===== config.mk =====
export PLATFORM = sky130hd
export DESIGN_NAME = multicycle_core
export DESIGN_NICKNAME = d
export VERILOG_FILES = /design/src/rtl/multicycle_core.sv
export SDC_FILE = /design/constraint.sdc
export NUM_CORES = 2
export LEC_CHECK = 0
export CAP_MARGIN = 20
export CORE_MARGIN = 1.5
export CORE_UTILIZATION = 35
export CTS_CLUSTER_SIZE = 10
export DETAILED_ROUTE_END_ITERATION = 7
export PLACE_DENSITY = 0.6
export SLEW_MARGIN = 20
export SYNTH_ARGS = -nofsm -noshare
export SYNTH_HDL_FRONTEND = slang
export SYNTH_SLANG_ARGS = --single-unit

===== constraint.sdc =====
create_clock -name clk -period 47.1 [get_ports clk]
set_clock_uncertainty 0.2 [all_clocks]
set_input_delay 9.42 -clock clk [delete_from_list [all_inputs] [get_ports clk]]
set_output_delay 9.42 -clock clk [all_outputs]
set_load 0.1 [all_outputs]

===== src/rtl/multicycle_core.sv =====
// Multi-cycle RV32I integer core: PC, IR, register file, ALU and a
// FETCH/DECODE/EXEC/MEM/WB controller behind one handshaked memory port.
module multicycle_core #(
   parameter int                WIDTH    = 32,
   parameter logic [WIDTH-1:0]  RESET_PC = '0,
   parameter int                NUM_REGS = 32
) (
   input  logic             clk,
   input  logic             rst,
   output logic             mem_req,
   output logic             mem_we,
   output logic [WIDTH-1:0] mem_addr,
   output logic [WIDTH-1:0] mem_wdata,
   output logic [2:0]       mem_funct3,
   input  logic [WIDTH-1:0] mem_rdata,
   input  logic             mem_ack,
   output logic [WIDTH-1:0] pc_out,
   output logic             retire,
   output logic             halted,
   output logic             illegal
);
   if (WIDTH != 32) begin : g_width_chk
      $error("multicycle_core: WIDTH must be 32");
   end
   if (NUM_REGS != 16 && NUM_REGS != 32) begin : g_nregs_chk
      $error("multicycle_core: NUM_REGS must be 16 or 32");
   end
   if (RESET_PC[1:0] != 2'b00) begin : g_rpc_chk
      $error("multicycle_core: RESET_PC must be 4-byte aligned");
   end

   localparam int             RW   = $clog2(NUM_REGS);
   localparam logic [5:0]     NREG = 6'(NUM_REGS);
   localparam logic [6:0] OP_LUI = 7'b0110111, OP_AUIPC = 7'b0010111, OP_JAL = 7'b1101111,
                          OP_JALR = 7'b1100111, OP_BRANCH = 7'b1100011, OP_LOAD = 7'b0000011,
                          OP_STORE = 7'b0100011, OP_IMM = 7'b0010011, OP_REG = 7'b0110011,
                          OP_SYSTEM = 7'b1110011;

   typedef enum logic [2:0] {S_FETCH, S_DECODE, S_EXEC, S_MEM, S_WB, S_HALT} state_t;

   state_t           state_q, state_d;
   logic [WIDTH-1:0] pc_q, pc_d, ir_q, ir_d, a_q, a_d, b_q, b_d;
   logic [WIDTH-1:0] imm_q, imm_d, alu_q, alu_d, mdr_q, mdr_d;
   logic             mem_req_q, mem_req_d, retire_q, retire_d, illegal_q, illegal_d;
   logic [WIDTH-1:0] rf_q [NUM_REGS];
   logic [WIDTH-1:0] rf_d [NUM_REGS];

   logic [6:0] opc, f7;
   logic [4:0] rd, rs1, rs2;
   logic [2:0] f3;
   assign opc = ir_q[6:0];
   assign rd  = ir_q[11:7];
   assign f3  = ir_q[14:12];
   assign rs1 = ir_q[19:15];
   assign rs2 = ir_q[24:20];
   assign f7  = ir_q[31:25];

   // Decode: legality and immediate, both consumed only in DECODE
   logic known, f_ok, use_rd, use_rs1, use_rs2, bad_instr;
   logic [WIDTH-1:0] imm_dec;
   always_comb begin
      known = 1'b1; f_ok = 1'b1; use_rd = 1'b1; use_rs1 = 1'b1; use_rs2 = 1'b0;
      case (opc)
         OP_LUI, OP_AUIPC, OP_JAL: use_rs1 = 1'b0;
         OP_JALR:   f_ok = (f3 == 3'b000);
         OP_BRANCH: begin f_ok = (f3 != 3'b010 && f3 != 3'b011); use_rd = 1'b0; use_rs2 = 1'b1; end
         OP_LOAD:   f_ok = f3 inside {3'b000, 3'b001, 3'b010, 3'b100, 3'b101};
         OP_STORE:  begin f_ok = f3 inside {3'b000, 3'b001, 3'b010}; use_rd = 1'b0; use_rs2 = 1'b1; end
         OP_IMM: begin
            if (f3 == 3'b001)      f_ok = (f7 == 7'h00);
            else if (f3 == 3'b101) f_ok = (f7 == 7'h00 || f7 == 7'h20);
         end
         OP_REG: begin
            use_rs2 = 1'b1;
            f_ok = (f7 == 7'h00) || (f7 == 7'h20 && (f3 == 3'b000 || f3 == 3'b101));
         end
         OP_SYSTEM: begin use_rd = 1'b0; use_rs1 = 1'b0; end
         default:   known = 1'b0;
      endcase
      bad_instr = !known || !f_ok ||
                  (use_rd  && {1'b0, rd}  >= NREG) ||
                  (use_rs1 && {1'b0, rs1} >= NREG) ||
                  (use_rs2 && {1'b0, rs2} >= NREG);
      case (opc)
         OP_LUI, OP_AUIPC: imm_dec = {ir_q[31:12], 12'b0};
         OP_JAL:    imm_dec = {{11{ir_q[31]}}, ir_q[31], ir_q[19:12], ir_q[20], ir_q[30:21], 1'b0};
         OP_BRANCH: imm_dec = {{19{ir_q[31]}}, ir_q[31], ir_q[7], ir_q[30:25], ir_q[11:8], 1'b0};
         OP_STORE:  imm_dec = {{20{ir_q[31]}}, ir_q[31:25], ir_q[11:7]};
         default:   imm_dec = {{20{ir_q[31]}}, ir_q[31:20]};
      endcase
   end

   // ALU: LUI adds the U-immediate to zero, AUIPC/JAL add it to the PC
   logic [WIDTH-1:0] op_a, op_b, res, br_tgt, pc_plus4, jtgt;
   logic             alt, taken, jump;
   always_comb begin
      op_a = (opc == OP_LUI) ? '0 : (opc == OP_AUIPC || opc == OP_JAL) ? pc_q : a_q;
      op_b = (opc == OP_REG) ? b_q : imm_q;
      alt  = f7[5] && (opc == OP_REG || (opc == OP_IMM && f3 == 3'b101));
      res  = op_a + op_b;
      if (opc == OP_REG || opc == OP_IMM) begin
         case (f3)
            3'b000: res = alt ? op_a - op_b : op_a + op_b;
            3'b001: res = op_a << op_b[4:0];
            3'b010: res = {{(WIDTH-1){1'b0}}, ($signed(op_a) < $signed(op_b))};
            3'b011: res = {{(WIDTH-1){1'b0}}, (op_a < op_b)};
            3'b100: res = op_a ^ op_b;
            3'b101: if (alt) res = $signed(op_a) >>> op_b[4:0];
                    else     res = op_a >> op_b[4:0];
            3'b110: res = op_a | op_b;
            default: res = op_a & op_b;
         endcase
      end
      case (f3)
         3'b000:  taken = (a_q == b_q);
         3'b001:  taken = (a_q != b_q);
         3'b100:  taken = ($signed(a_q) < $signed(b_q));
         3'b101:  taken = ($signed(a_q) >= $signed(b_q));
         3'b110:  taken = (a_q < b_q);
         3'b111:  taken = (a_q >= b_q);
         default: taken = 1'b0;
      endcase
      br_tgt   = pc_q + imm_q;
      pc_plus4 = pc_q + WIDTH'(4);
      jump     = (opc == OP_JAL || opc == OP_JALR);
      jtgt     = (opc == OP_JALR) ? (res & ~WIDTH'(1)) : res;
   end

   // mem_req_d is raised on every transition into FETCH/MEM so the request
   // is registered and asserted from the first cycle of those states
   always_comb begin
      state_d = state_q; pc_d = pc_q; ir_d = ir_q; a_d = a_q; b_d = b_q;
      imm_d = imm_q; alu_d = alu_q; mdr_d = mdr_q; rf_d = rf_q;
      mem_req_d = 1'b0; retire_d = 1'b0; illegal_d = illegal_q;
      case (state_q)
         S_FETCH:
            if (mem_req_q && mem_ack) begin
               ir_d = mem_rdata; state_d = S_DECODE;
            end else mem_req_d = 1'b1;
         S_DECODE: begin
            a_d = rf_q[rs1[RW-1:0]]; b_d = rf_q[rs2[RW-1:0]]; imm_d = imm_dec;
            if (bad_instr) begin illegal_d = 1'b1; state_d = S_HALT; end
            else if (opc == OP_SYSTEM) state_d = S_HALT;
            else state_d = S_EXEC;
         end
         S_EXEC:
            if (opc == OP_BRANCH) begin
               if (taken && br_tgt[1]) begin illegal_d = 1'b1; state_d = S_HALT; end
               else begin
                  pc_d = taken ? br_tgt : pc_plus4;
                  retire_d = 1'b1; mem_req_d = 1'b1; state_d = S_FETCH;
               end
            end else if (jump && jtgt[1]) begin
               illegal_d = 1'b1; state_d = S_HALT;
            end else begin
               alu_d = jump ? jtgt : res;
               if (opc == OP_LOAD || opc == OP_STORE) begin
                  mem_req_d = 1'b1; state_d = S_MEM;
               end else state_d = S_WB;
            end
         S_MEM:
            if (mem_ack) begin
               if (opc == OP_STORE) begin
                  pc_d = pc_plus4; retire_d = 1'b1; mem_req_d = 1'b1; state_d = S_FETCH;
               end else begin
                  mdr_d = mem_rdata; state_d = S_WB;
               end
            end else mem_req_d = 1'b1;
         S_WB: begin
            if (rd[RW-1:0] != '0)
               rf_d[rd[RW-1:0]] = jump ? pc_plus4 : (opc == OP_LOAD) ? mdr_q : alu_q;
            pc_d = jump ? alu_q : pc_plus4;
            retire_d = 1'b1; mem_req_d = 1'b1; state_d = S_FETCH;
         end
         S_HALT: ;
         default: state_d = S_HALT;
      endcase
   end

   always_ff @(posedge clk or posedge rst) begin
      if (rst) begin
         state_q <= S_FETCH; pc_q <= RESET_PC; ir_q <= '0; a_q <= '0; b_q <= '0;
         imm_q <= '0; alu_q <= '0; mdr_q <= '0;
         mem_req_q <= 1'b0; retire_q <= 1'b0; illegal_q <= 1'b0;
         for (int i = 0; i < NUM_REGS; i++) rf_q[i] <= '0;
      end else begin
         state_q <= state_d; pc_q <= pc_d; ir_q <= ir_d; a_q <= a_d; b_q <= b_d;
         imm_q <= imm_d; alu_q <= alu_d; mdr_q <= mdr_d;
         mem_req_q <= mem_req_d; retire_q <= retire_d; illegal_q <= illegal_d;
         rf_q <= rf_d;
      end
   end

   assign mem_req    = mem_req_q;
   assign mem_we     = (state_q == S_MEM) && (opc == OP_STORE);
   assign mem_addr   = (state_q == S_MEM) ? alu_q : pc_q;
   assign mem_wdata  = b_q;
   assign mem_funct3 = (state_q == S_MEM) ? f3 : 3'b010;
   assign pc_out     = pc_q;
   assign retire     = retire_q;
   assign halted     = (state_q == S_HALT);
   assign illegal    = illegal_q;
endmodule

final_congestion.png
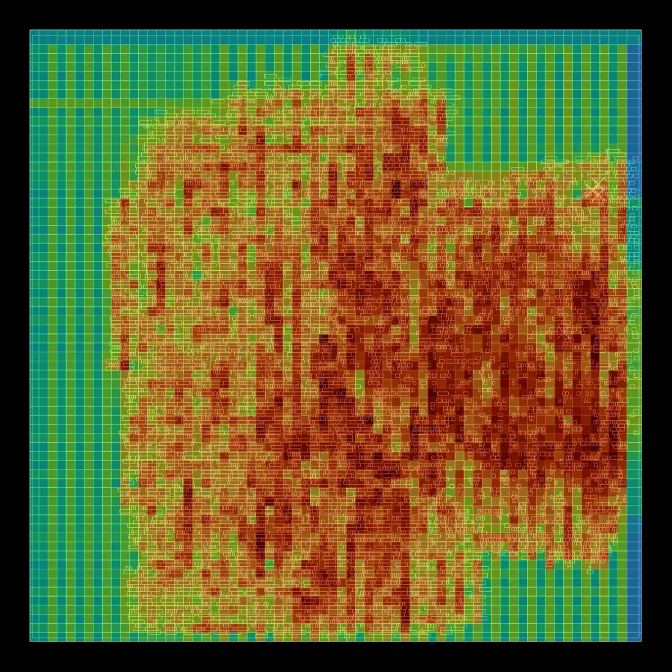
met2 GRT Util: 46.0%
WL per Instance: 33.3 um
Final Util: 39.3%

met1.png
Supply wires on this layer in gray. Cells faint in the background.
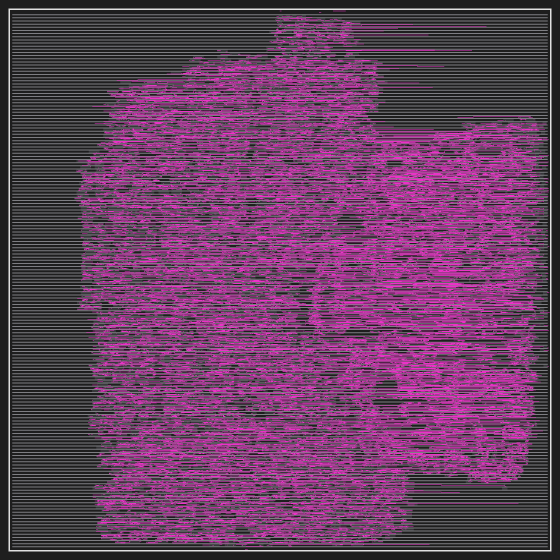
nets with wire on the layer: 6981
share of all routed wire: 38%
drt total wl: 335000 um
via count: 63726
GR Util met1: 38.7%

met2.png
Cells faint in the background.
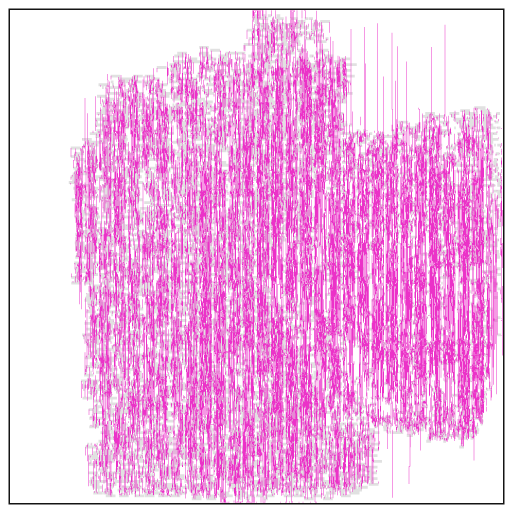
nets with wire on the layer: 5855
wire length on this layer: 149 mm
longest straight run: 206 um
share of all routed wire: 44%

port_nets.png
Bar = 100 um.
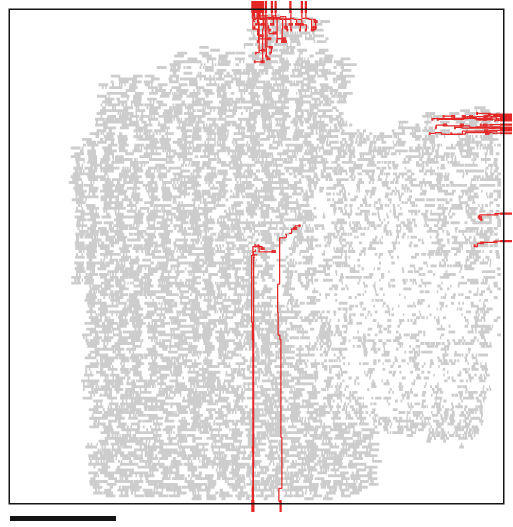
| color | port | bits | direction | end cells | wire |
|---|---|---|---|---|---|
| red | mem_rdata | 32 | input | 64 | 2090 um |
Port Buffer Count: 138
IO Count: 139

registers.png
Other sequential cells in the stronger gray, the rest of the logic in the fainter gray.
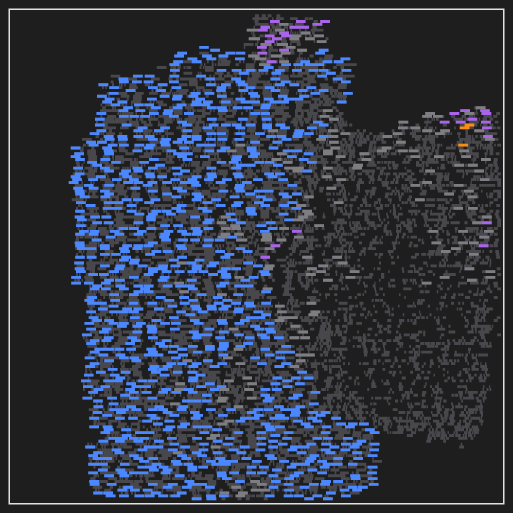
| color | netlist name | flops |
|---|---|---|
| purple | mdr_q | 32 |
| blue | rf_q | 1024 |
| orange | state_q | 3 |
fraction of area in registers: 37.5%
Seq group: 1.08 mW
Storage cell area: 31400 um^2

==> qor.yml <==
status: "finished, violations left"
failed_checks: "design-rule violations"
grt_max_degree: 197
first_iter_violations: 8254
r2r_slack_ns: 38.66
dieArea_um2: 218000
final.fill_count: 20743
end_kind: "primary output"
critical_path_class: "reg2out"
required_ns: 37.48
grt_pass1_vias: 61167
grt_overflow_total: 0
hold_path_end: "rf_q[1003]"
root_buffer: "clkbuf_16"
hold_depth: 0
netlist_top_cells_count: "nand2_1 (1490), o21ai_0 (1310), dfrtp_1 (1254)"
yosys_warnings: 0
cts_resized: 0
synth-edff-count: 0
hold_class: "reg2reg"
drc_errors: 10
ys_ff: 1254
==> cell usage in the layout (no fill, tap or decap), drive strengths merged, types with 102 or more instances in the layout <==
cell	count
a21oi	237
buf	194
clkbuf	180
clkdlybuf4s50	120
dfrtp	1254
ha	161
inv	161
mux2i	165
mux4	648
nand2	1491
nand3	102
nor2	260
o21ai	1317
==> kinds of logic after synthesis <==
group	Yosys count	synth area share, %
adders and majority gates	164	2.76
and+or+nand+nor	2083	11.3
buffers and inverters	871	4.46
DFF	1254	41.7
AOI/OAI and AO/OA	2051	15.7
xor gates and xnor gates	97	1.13
muxes	897	22.9
==> state kept, by name, indices dropped and copies added, names as in the netlist, 3 cells and up <==
register   flops
rf_q        1024
alu_q         32
mdr_q         32
imm_q         32
a_q           32
state_q        3
pc_out        32
ir_q          32
mem_wdata     32
==> worst max-delay path: cells and delay by family, from the launching register on <==
| kind | cells | cell delay (ns) |
|---|---|---|
| simple gates | 4 | 1.75 |
| buf+inv | 1 | 1.17 |
| flops | 1 | 0.55 |
==> power breakdown <==
part	internal [mW]	switching (mW)	total, mW
sequential	1.08	0	1.08
clock	0.589	0.481	1.07
combinational	0.00385	0.0225	0.0264
==> layer usage <==
| metal | vias to the layer above | track usage (%) | wire length (um) | share of wire, % |
|---|---|---|---|---|
| li1 | 26406 | - | - | - |
| met1 | 32531 | 38.7 | 128000 | 38 |
| met2 | 3815 | 46.0 | 149000 | 44 |
| met3 | 962 | 6.24 | 30100 | 9.0 |
| met4 | 12 | 21.6 | 28200 | 8.4 |
| met5 | - | 0 | 83 | 0.025 |
==> worst max path at each step <==
stage            start  slack, ns  cells past startpoint   endpoint
2_1_floorplan      rst       2.14                      1     a_q[0]
3_3_place_gp       rst      32.97                      6  rf_q[263]
3_5_place_dp       rst      32.88                      6  rf_q[295]
4_1_cts        ir_q[2]      33.20                      5     mem_we
5_1_grt        ir_q[2]      32.92                      5     mem_we
6_report       ir_q[2]      33.15                      5     mem_we
==> metrics by stage <==
step	instances	utilization [%]	cell area, um^2
2_1_floorplan	7417	-	75200
3_3_place_gp	9834	37.3	79300
3_5_place_dp	9836	37.3	79300
4_1_cts	10037	39.3	83600
5_1_grt	10041	39.3	83600
6_report	10057	39.3	83700
==> layout make-up <==
| class | instances | area share [%] |
|---|---|---|
| clock inverters | 21 | 0.473 |
| repair buffers | 314 | 3.28 |
| diodes | 19 | 0.0568 |
| flip-flops and latches | 1254 | 37.5 |
| well taps | 2821 | 4.22 |
| inverters | 156 | 0.709 |
| multi-input cells | 5292 | 49.1 |
| clock buffers | 180 | 4.61 |
Power figures rest on the tool's default switching activity, not on a simulated workload.
